Figure 1. The metal 3 layer (run 1).
Bar = 50 um.
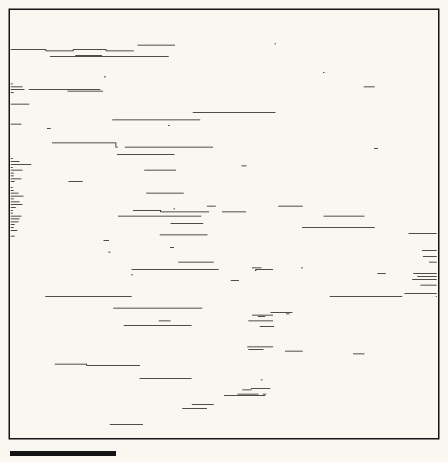
Figure 2. Wiring by layer (run 1).
Bar = 50 um.
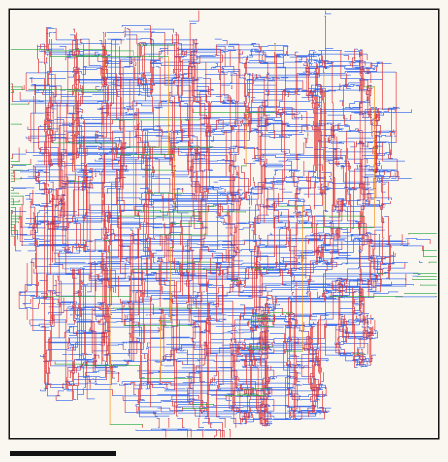
Figure 3. Sizing map (run 1).
Bar = 50 um.
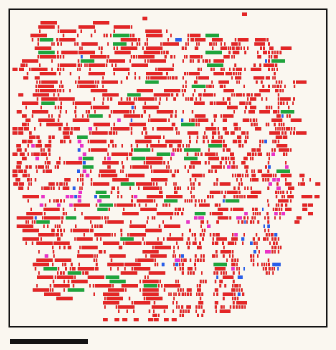
### src/rtl/div_ctrl_pkg.sv
// Shared types and constants for the profile-sequenced clock divider.
// Provides the widths, reset profile, FSM encoding and the circular next-entry search.
package div_ctrl_pkg;

  localparam int unsigned CNT_W = 16;
  localparam int unsigned NPROF = 4;
  localparam int unsigned IDX_W = 2;
  localparam int unsigned REP_W = 8;

  localparam logic [CNT_W-1:0] DEF_PERIOD = 16'd4245;
  localparam logic [CNT_W-1:0] DEF_HIGH   = 16'd849;

  typedef enum logic [1:0] {
    StIdle,
    StRun,
    StDrain
  } sched_state_e;

  typedef struct packed {
    logic [CNT_W-1:0] period;
    logic [CNT_W-1:0] high;
    logic [REP_W-1:0] reps;
  } profile_t;

  // Returns {found, idx}: the first set bit of mask at or after 'first', wrapping around.
  function automatic logic [IDX_W:0] find_active(input logic [NPROF-1:0] mask,
                                                 input logic [IDX_W-1:0] first);
    logic [IDX_W-1:0] cand;
    logic [IDX_W-1:0] idx;
    logic             found;
    found = 1'b0;
    idx   = first;
    for (int k = 0; k < NPROF; k++) begin
      cand = first + IDX_W'(k);
      if (!found && mask[cand]) begin
        found = 1'b1;
        idx   = cand;
      end
    end
    return {found, idx};
  endfunction

endpackage

### src/rtl/prog_div_core.sv
// Loadable period counter producing a registered divided clock and end-of-period pulse.
// Outputs are computed from the next counter value so they line up with the cycle they describe.
module prog_div_core
  import div_ctrl_pkg::*;
(
  input  logic             clk_in,
  input  logic             rst,
  input  logic             load,
  input  logic             advance,
  input  logic             halt,
  input  logic [CNT_W-1:0] load_period,
  input  logic [CNT_W-1:0] load_high,
  output logic             clk_out,
  output logic             period_tick
);

  logic [CNT_W-1:0] cnt_q, cnt_d;
  logic [CNT_W-1:0] period_q, period_d;
  logic [CNT_W-1:0] high_q, high_d;
  logic             clk_q, clk_d;
  logic             tick_q, tick_d;

  always_comb begin
    cnt_d    = cnt_q;
    period_d = period_q;
    high_d   = high_q;
    clk_d    = clk_q;
    tick_d   = tick_q;
    if (halt) begin
      cnt_d  = '0;
      clk_d  = 1'b0;
      tick_d = 1'b0;
    end else if (load) begin
      cnt_d    = '0;
      period_d = load_period;
      high_d   = load_high;
      clk_d    = (load_high != '0);
      tick_d   = (load_period == CNT_W'(1));
    end else if (advance) begin
      cnt_d  = cnt_q + CNT_W'(1);
      clk_d  = (cnt_d < high_q);
      tick_d = (cnt_d == period_q - CNT_W'(1));
    end
  end

  always_ff @(posedge clk_in) begin
    if (rst) begin
      cnt_q    <= '0;
      period_q <= '0;
      high_q   <= '0;
      clk_q    <= 1'b0;
      tick_q   <= 1'b0;
    end else begin
      cnt_q    <= cnt_d;
      period_q <= period_d;
      high_q   <= high_d;
      clk_q    <= clk_d;
      tick_q   <= tick_d;
    end
  end

  assign clk_out     = clk_q;
  assign period_tick = tick_q;

endmodule

### src/rtl/div_profile_sched.sv
// Profile table, config validation and run/drain sequencing for the programmable divider.
// Every period end reloads the core from the table, so edits land only on period boundaries.
module div_profile_sched
  import div_ctrl_pkg::*;
(
  input  logic             clk_in,
  input  logic             rst,
  input  logic             cfg_valid,
  output logic             cfg_ready,
  input  logic [IDX_W-1:0] cfg_idx,
  input  logic [CNT_W-1:0] cfg_period,
  input  logic [CNT_W-1:0] cfg_high,
  input  logic [REP_W-1:0] cfg_reps,
  input  logic             start,
  input  logic             stop,
  output logic             clk_out,
  output logic             period_tick,
  output logic [IDX_W-1:0] prof_idx,
  output logic             busy,
  output logic             cfg_err
);

  profile_t         table_q [NPROF];
  sched_state_e     state_q, state_d;
  logic [REP_W-1:0] rep_left_q, rep_d;
  logic [IDX_W-1:0] prof_idx_q;
  logic             cfg_err_q;

  logic [NPROF-1:0] nz_mask;
  logic [IDX_W:0]   start_hit, next_hit;
  logic [IDX_W-1:0] load_idx;
  logic             core_load, core_adv, core_halt, start_err;
  logic             cfg_wr, cfg_legal;

  always_comb begin
    for (int k = 0; k < NPROF; k++) nz_mask[k] = (table_q[k].reps != '0);
  end

  assign start_hit = find_active(nz_mask, '0);
  assign next_hit  = find_active(nz_mask, prof_idx_q + IDX_W'(1));

  assign cfg_ready = ~period_tick;
  assign cfg_wr    = cfg_valid && cfg_ready;
  assign cfg_legal = (cfg_period >= CNT_W'(2)) && (cfg_high != '0) && (cfg_high < cfg_period);

  always_comb begin
    state_d   = state_q;
    rep_d     = rep_left_q;
    load_idx  = prof_idx_q;
    core_load = 1'b0;
    core_adv  = 1'b0;
    core_halt = 1'b0;
    start_err = 1'b0;
    unique case (state_q)
      StIdle: begin
        if (start) begin
          if (start_hit[IDX_W]) begin
            load_idx  = start_hit[IDX_W-1:0];
            rep_d     = table_q[load_idx].reps;
            core_load = 1'b1;
            state_d   = StRun;
          end else begin
            start_err = 1'b1;
          end
        end
      end
      StRun: begin
        if (period_tick) begin
          if (stop) begin
            // Stop on the last cycle of a period: nothing left to drain.
            core_halt = 1'b1;
            state_d   = StIdle;
          end else begin
            core_load = 1'b1;
            if (rep_left_q > REP_W'(1)) begin
              rep_d = rep_left_q - REP_W'(1);
            end else if (next_hit[IDX_W]) begin
              load_idx = next_hit[IDX_W-1:0];
              rep_d    = table_q[load_idx].reps;
            end else begin
              // Table emptied while running: keep cycling the current entry.
              rep_d = REP_W'(1);
            end
          end
        end else begin
          core_adv = 1'b1;
          if (stop) state_d = StDrain;
        end
      end
      StDrain: begin
        if (period_tick) begin
          core_halt = 1'b1;
          state_d   = StIdle;
        end else begin
          core_adv = 1'b1;
        end
      end
      default: begin
        core_halt = 1'b1;
        state_d   = StIdle;
      end
    endcase
  end

  always_ff @(posedge clk_in) begin
    if (rst) begin
      state_q    <= StIdle;
      rep_left_q <= '0;
      prof_idx_q <= '0;
      cfg_err_q  <= 1'b0;
      for (int k = 1; k < NPROF; k++) table_q[k] <= '0;
      table_q[0] <= '{period: DEF_PERIOD, high: DEF_HIGH, reps: REP_W'(1)};
    end else begin
      state_q    <= state_d;
      rep_left_q <= rep_d;
      cfg_err_q  <= (cfg_wr && !cfg_legal) || start_err;
      if (core_load) prof_idx_q <= load_idx;
      if (cfg_wr && cfg_legal) begin
        table_q[cfg_idx] <= '{period: cfg_period, high: cfg_high, reps: cfg_reps};
      end
    end
  end

  prog_div_core u_core (
    .clk_in      (clk_in),
    .rst         (rst),
    .load        (core_load),
    .advance     (core_adv),
    .halt        (core_halt),
    .load_period (table_q[load_idx].period),
    .load_high   (table_q[load_idx].high),
    .clk_out     (clk_out),
    .period_tick (period_tick)
  );

  assign prof_idx = prof_idx_q;
  assign busy     = (state_q != StIdle);
  assign cfg_err  = cfg_err_q;

endmodule

### config.mk
export PLATFORM = sky130hd
export DESIGN_NAME = div_profile_sched
export DESIGN_NICKNAME = d
export VERILOG_FILES = /design/src/rtl/div_ctrl_pkg.sv /design/src/rtl/prog_div_core.sv /design/src/rtl/div_profile_sched.sv
export SDC_FILE = /design/constraint.sdc
export NUM_CORES = 1
export LEC_CHECK = 0
export ABC_AREA = 1
export CAP_MARGIN = 10
export CORE_UTILIZATION = 30
export DETAILED_ROUTE_END_ITERATION = 12
export PLACE_DENSITY_LB_ADDON = 0.1
export SKIP_CTS_REPAIR_TIMING = 1
export SLEW_MARGIN = 20
export SYNTH_ARGS = -nofsm -noshare
export SYNTH_HDL_FRONTEND = slang
export SYNTH_SLANG_ARGS = --single-unit
### constraint.sdc
create_clock -name clk_in -period 4 [get_ports clk_in]
set_clock_uncertainty 0.05 [all_clocks]
set_input_delay 0.8 -clock clk_in [delete_from_list [all_inputs] [get_ports clk_in]]
set_output_delay 0.8 -clock clk_in [all_outputs]
set_load 0.01 [all_outputs]
==> flow_metrics.py, run 1 <==
# Auto-generated metrics
metrics = {
    "power": {
        "clock_net_power_uw": 2790,
        "seq-power_uw": 3040,
        "power_uw": 10900,
        "power.largest_group": "combinational logic",
        "p_seq_share_pct": 27.9,
        "swShare_pct": 43.7,
        "p_comb_uw": 5090,
        "clock_power_share_pct": 25.5,
        "leakage_uw": 0.00622,
        "intPower_uw": 6140,
        "power_frac_comb_pct": 46.6,
        "ir_drop_v": 0.000466,
        "powerDensity_nw_per_um2": 755,
    },
    "hold_path": {
        "hold_start": "u_core.cnt_q[7]",
        "hold_end": "u_core.cnt_q[7]",
        "hold_depth": 2,
        "worstHoldPathType": "reg -> reg",
    },
    "place": {
        "gp_congestion": 0.776,
        "hpwlAfterDp_um": 25300,
        "port_buffers": 53,
        "pre_cts_slack_ns": 0.304,
        "dp_cells": 2033,
        "postPlaceCellArea_um2": 13400,
    },
    "yosys": {
        "yosys_area_um2": 12100,
        "logic_family": "simple AND/OR/NAND/NOR gates",
        "synth_area_um2": 12100,
        "ys_cells": 1472,
        "ys_sh_mux_pct": 0,
        "synth_flops": 223,
        "synthAdderAreaFrac_pct": 3.94,
        "avgSynthCellArea_um2": 8.21,
        "synth_cells": 1472,
        "aoi_share_pct": 9.82,
        "ys_sh_simple_pct": 24.7,
        "synth_nets": 1557,
        "ys_sh_xor_pct": 2.67,
        "ys_seq_share_pct": 50.2,
        "synth_cell_types": 44,
        "ys.warnings.count": 0,
    },
    "cells_and_area": {
        "fillCellCount": 4181,
        "logic_gate_count": 987,
        "inverters": 202,
        "final_cell_mix": "276 x nand2_1, 248 x nor2_1, 194 x inv_1",
        "largest_cell_class": "flip-flops and latches",
        "nNetsFinal": 1623,
        "utilization_pct": 36.4,
        "comb-cell-share_pct": 34.5,
        "clkbuf_count": 28,
        "flop_area_um2": 6070,
        "drive_above_1_share_pct": 7.76,
        "diodes": 0,
        "clk_share_pct": 7.12,
        "logic_area_um2": 4990,
        "sh_seq_area_pct": 42.0,
        "layout.cells.non_filler": 2085,
        "final_common_cell": "nand2_1",
    },
    "sta": {
        "slew_headroom_pct": 44.0,
        "hold_slack_ns": 0.413,
        "hold_violations": 0,
        "rsz0062_at_grt": "false",
        "timing.fmax_mhz": 295,
        "fin_crit_ns": 3.39,
        "worst_slew_pin_slew_ns": 0.840,
        "tns_ns": 0,
        "finalSetupViolCount": 0,
        "post-route-period-util_pct": 84.7,
        "slew_viol_final": 0,
    },
    "worst_setup_path": {
        "cp-end-kind": "flip-flop",
        "required_ns": 4.38,
        "cp_common_cell": "nand2_1",
        "r2r-end": "u_core.clk_out",
        "r2r_cells": 22,
        "arrival_ns": 3.77,
        "cp.buffers_inverters": 3,
        "max_stage_delay_ns": 0.45,
        "cp_max_fo": 28,
        "cp_cell_sequence": "nor2_1 -> nand2_1 -> nor2_2 -> nand2_1 -> nor2_2 -> inv_2 -> nand2_1 -> a21oi_1 -> o21ai_0 -> o21ai_0 -> inv_1 -> nand2_4 -> nand2_4 -> inv_2 -> nand2_1 -> nand3_1 -> nand2_1 -> nand2_1 -> nor2_1 -> nand3_1 -> nor2_1 -> nor2_1",
        "cp_slowest_cell": "edfxtp_1",
        "critical_path_class": "reg -> reg",
        "critPathLaunchType": "flip-flop",
        "r2r_slack_ns": 0.61,
    },
    "route": {
        "top_layer_used": "met4",
        "first_iter_violations": 418,
        "routed-wl-met2_um": 15400,
        "drt-met1-wl_um": 18000,
        "wl_met3_um": 1260,
        "drc_errors": 0,
        "dr.pass1.iters": 4,
        "ant_nets": 0,
        "via_per_inst": 4.70,
    },
    "global_route": {
        "grt_pass1_vias": 9850,
        "grt_max_degree": 36,
        "grt_use_met2_pct": 27.9,
        "grt.busiest_layer": "met2",
        "grt-ovfl-total": 0,
        "antenna_found_initial": 0,
    },
    "die": {
        "die_area_um2": 41100,
        "die_height_um": 203,
        "floorplan.core_util_pct": 30.4,
        "core_area_um2": 39700,
        "rows": 73,
        "nWellTaps": 525,
        "ioPinCount": 54,
        "die_w_um": 203,
    },
    "status": {
        "run_status": "finished, final reports clean",
    },
    "clock_network": {
        "clock_path_buffers": 3,
        "insertion_delay_ns": 0.57,
        "clockRootBuffer": "clkbuf_16",
        "htree_levels": 1,
        "numCtsBuffers": 28,
        "numClockSinks": 223,
        "cts.clk_slew.worst_paths_ns": 0.06,
    },
    "job": {
        "warnings": 30,
    },
}
Back to the opening pictures, Figure 1:
The layer carries 1,260 um of wire. The layer holds 3.6% of the routed length.
detailed-route via count: 9,796
Routed WL: 35,300 um
met3 GRT Util: 2.02%

Back to the opening pictures, Figure 2:
Blue is M1, wire length 18,000 um. Green is M3, wire length 1,260 um. Red is M2, wire length 15,400 um. Orange is M4, wire length 654 um.
Total Routing Usage GR: 17.6%
wire length per cell: 16.9 um

Back to the opening pictures, Figure 3:
Magenta is x3 and x4, cells 43, share 2.8%, most used buf_4. Blue is x2, cells 34, share 2.2%, most used nand2_2. Green is x6 and larger, cells 44, share 2.8%, most used clkbuf_16. Red is x1 and smaller, cells 1,439, share 92%, most used nand2_1.
Area Growth Syn to Fin: 19.7%
nonclk buf count: 96
Final Cell Area: 14,500 um2
post-route setup slack: 0.611 ns

==> run 1: worst max path at each step <==
stage / from / end / slack (ns) / cells after the start
final: table_q[1][6] / u_core.clk_out / 0.61 / 22
after global routing: table_q[1][6] / u_core.clk_out / 0.22 / 22
after CTS: table_q[0][4] / u_core.clk_out / 0.60 / 22
after detailed placement: cfg_period[1] / table_q[2][18] / 0.30 / 16
after global placement: cfg_period[1] / table_q[2][33] / 0.29 / 16
after floorplan: cfg_period[1] / table_q[2][0] / 0.24 / 15
==> run 1: cell usage after synthesis (all sizes together) <==
master / number / area [um2]
a2111oi: 1 / 8.76
a211oi: 1 / 7.51
a21boi: 1 / 7.51
a21oi: 80 / 400
a221o: 5 / 50.1
a221oi: 1 / 8.76
a31oi: 3 / 18.8
buf: 18 / 124
clkbuf: 42 / 158
clkinv: 2 / 7.51
dfxtp: 63 / 1260
edfxtp: 160 / 4800
ha: 38 / 475
inv: 200 / 751
nand2: 288 / 1110
nand3: 105 / 526
nand3b: 26 / 195
nand4: 10 / 62.6
nor2: 255 / 982
nor3: 10 / 55.1
nor4: 8 / 50.1
o2111ai: 4 / 35.0
o211ai: 23 / 178
o21a: 1 / 7.51
o21ai: 80 / 400
o21bai: 1 / 7.51
o221ai: 1 / 8.76
o22ai: 4 / 25.0
o31ai: 3 / 22.5
or2: 2 / 12.5
xnor2: 11 / 104
xor2: 25 / 219
==> run 1: registers in the layout, indices dropped and copies added (netlist names), 2 cells and up <==
signal and count:
prof_idx 2, u_core.high_q 16, u_core.cnt_q 16, u_core.period_q 16, table_q 160, state_q 2
rep_left_q 8
Figure 4. Met4 routing (run 1).
Supply wires on this layer in gray.
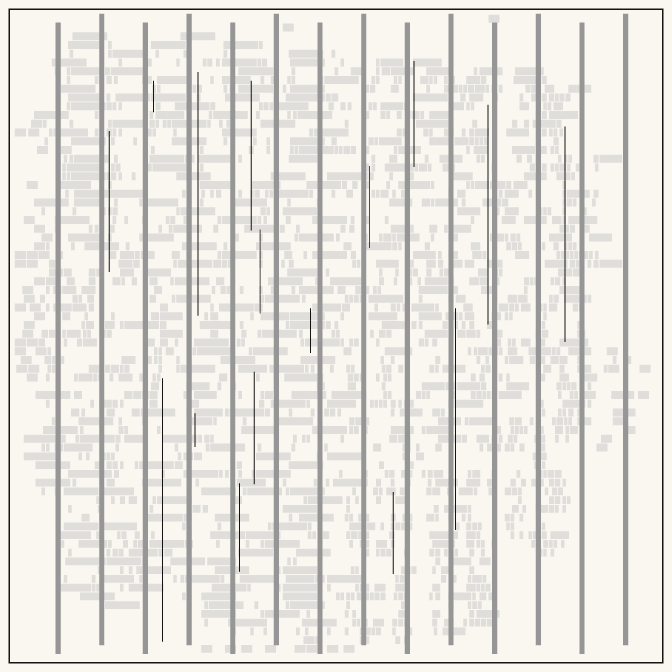

==> run 2: changes to the inputs <==
- clock period: 4 -> 3.15 ns (I/O delays scaled with it)
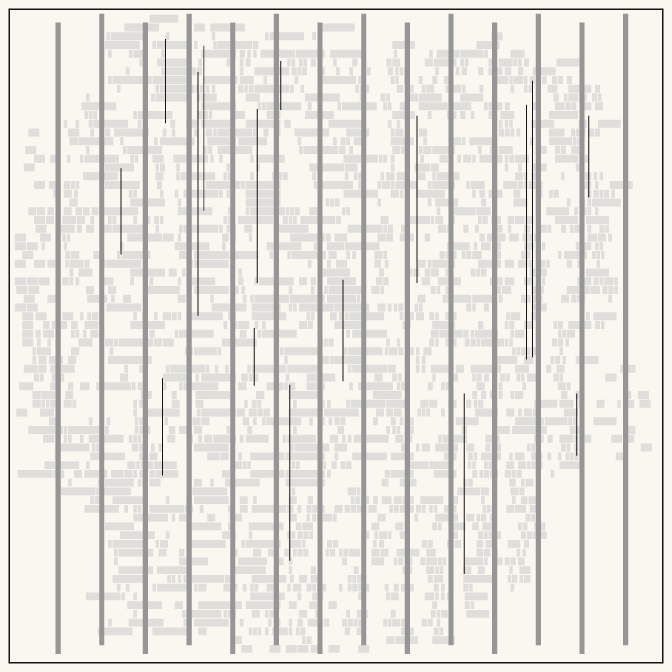
Figure 5: run 2, met4 routing.
Supply wires on this layer in gray.
The layer carries 697 um of wire. 8 nets have wire on it. The longest straight run is 85.7 um.
Routed WL: 38,000 um
detailed-route via count: 10,300

==> run 2 against run 1 <==
Critical endpoint unchanged. Critical path type unchanged. Count of clock-buffer cells in the layout increased by 10. Die area unchanged. Clock power increased by 4%. Via count up 4.8%. Utilization grew 3.0 points. Worst setup slack lost 0.48 ns. Synthesized cell count unchanged. Non-clock buffer count grew 119.
==> flow_metrics.py, run 2 <==
# Auto-generated metrics
metrics = {
    "yosys": {
        "edf_count": 160,
        "yosysMostFrequentCell": "nand2_1",
        "top_cells_by_area": "edfxtp_1 40%, dfxtp_1 10%, nand2_1 8.8%",
        "ys_seq_share_pct": 50.2,
        "synth_top_area_share_pct": 39.8,
        "ys.flop_type": "edfxtp_1",
        "ys_cells": 1472,
        "ys.warnings.count": 0,
        "synth_cells": 1472,
        "yosysTopAreaCell": "edfxtp_1",
    },
    "power": {
        "leakage_uw": 0.00683,
        "ir_drop_v": 0.000521,
    },
    "sta": {
        "tns_ns": 0,
        "fin_crit_ns": 3.02,
        "slew_viol_final": 0,
        "worst_slew_pin_slew_ns": 0.826,
        "hold_violations": 0,
        "finalSetupViolCount": 0,
        "worst_slack_ns": 0.134,
    },
    "worst_setup_path": {
        "r2r_slack_ns": 0.13,
        "arrival_ns": 3.41,
        "max_stage_delay_ns": 0.47,
        "required_ns": 3.54,
        "cp_max_fo": 7,
        "critPathLaunch": "table_q[2][2]",
        "cp-end-kind": "flip-flop",
        "cp_slowest_cell": "edfxtp_1",
        "critPathLaunchType": "flip-flop",
        "critical_path_class": "reg -> reg",
        "r2r_cells": 25,
    },
    "place": {
        "postPlaceCellArea_um2": 14200,
        "port_buffers": 53,
        "pre_cts_slack_ns": -0.314,
        "gp_congestion": 0.819,
        "hpwlAfterDp_um": 27300,
    },
    "job": {
        "warnings": 31,
    },
    "clock_network": {
        "clockRootBuffer": "clkbuf_16",
        "numCtsBuffers": 26,
        "clock_path_buffers": 3,
        "insertion_delay_ns": 0.54,
    },
    "route": {
        "ant_nets": 0,
        "via_per_inst": 4.67,
        "drc_errors": 0,
        "first_iter_violations": 647,
    },
    "cells_and_area": {
        "utilization_pct": 39.4,
        "final_cell_area_um2": 15600,
        "diodes": 0,
        "syn_to_final_growth_pct": 29.5,
        "largest_register_ffs": 160,
        "final_common_cell": "nor2_1",
        "drive_above_1_share_pct": 17.9,
    },
    "status": {
        "run_status": "finished, final reports clean",
    },
    "global_route": {
        "grt_max_degree": 36,
        "grt_pass1_vias": 9886,
        "antenna_found_initial": 0,
    },
    "die": {
        "floorplan.core_util_pct": 30.4,
        "core_area_um2": 39700,
        "die_w_um": 203,
        "die_height_um": 203,
    },
    "hold_path": {
        "hold_depth": 2,
    },
}
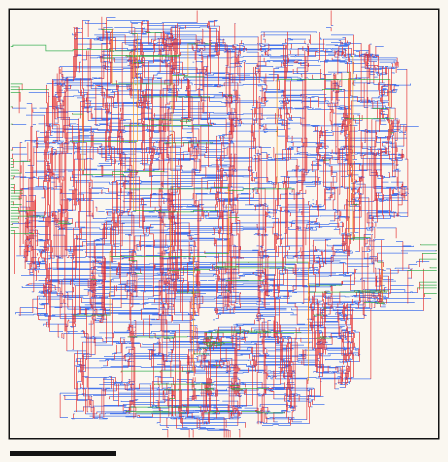
Figure 6: run 2, wiring by layer.
Bar = 50 um.
Orange is M4, wire length 697 um. Red is M2, wire length 16,500 um. Green is M3, wire length 1,570 um. Blue is M1, wire length 19,300 um.
wire length per cell: 17.3 um
Total Routing Usage GR: 18.1%

run 2: area by class of cell:
cell class	instances	area (um2)	area share (%)
inverter	202	762	4.87
clock buffer	38	736	4.70
tap	525	657	4.20
timing repair buffer	215	2020	12.9
clock inverter	10	85.1	0.544
sequential	223	6070	38.8
multi-input combinational	988	5310	34.0
run 2: layer usage:
metal,track usage (%),vias up,wire (um)
li1,-,5221,-
met1,27.2,4781,19300
met2,27.7,227,16500
met3,1.85,39,1570
met4,3.79,0,697
met5,0,-,0
run 2: power by group:
part / internal (uW) / switching [uW] / total [uW]
clock network: 1700 / 1220 / 2910
logic: 3510 / 5080 / 8590
registers: 3550 / 303 / 3860
total: 8760 / 6600 / 15400
run 2: worst min path at each step:
stage	end	slack, ns	startpoint
final	u_core.cnt_q[7]	0.42	u_core.cnt_q[7]
after global placement	u_core.cnt_q[7]	0.40	u_core.cnt_q[7]
after global routing	u_core.cnt_q[7]	0.45	u_core.cnt_q[7]
after CTS	u_core.cnt_q[7]	0.42	u_core.cnt_q[7]
after detailed placement	u_core.cnt_q[7]	0.42	u_core.cnt_q[7]
after floorplan	u_core.cnt_q[7]	0.39	u_core.cnt_q[7]
run 2: metrics by stage:
stage / instances / total power [uW] / hold WS (ns)
after global placement: 2129 / 11300 / 0.401
after CTS: 2177 / 14400 / 0.423
after global routing: 2201 / 16500 / 0.450
final: 2201 / 15400 / 0.420
after floorplan: 1472 / 8400 / 0.391
after detailed placement: 2129 / 11400 / 0.416
run 2: cell families after synthesis:
group                    count (synthesis)  share of synthesized area (%)
XOR/XNOR                                36                           2.67
flip-flops                             223                           50.2
adder cells (fa/ha/maj)                 38                           3.94
AND-OR/OR-AND                          209                           9.82
buffers and inverters                  262                           8.61
AND/OR/NAND/NOR                        704                           24.7
Power is estimated from default activity; no workload was simulated.
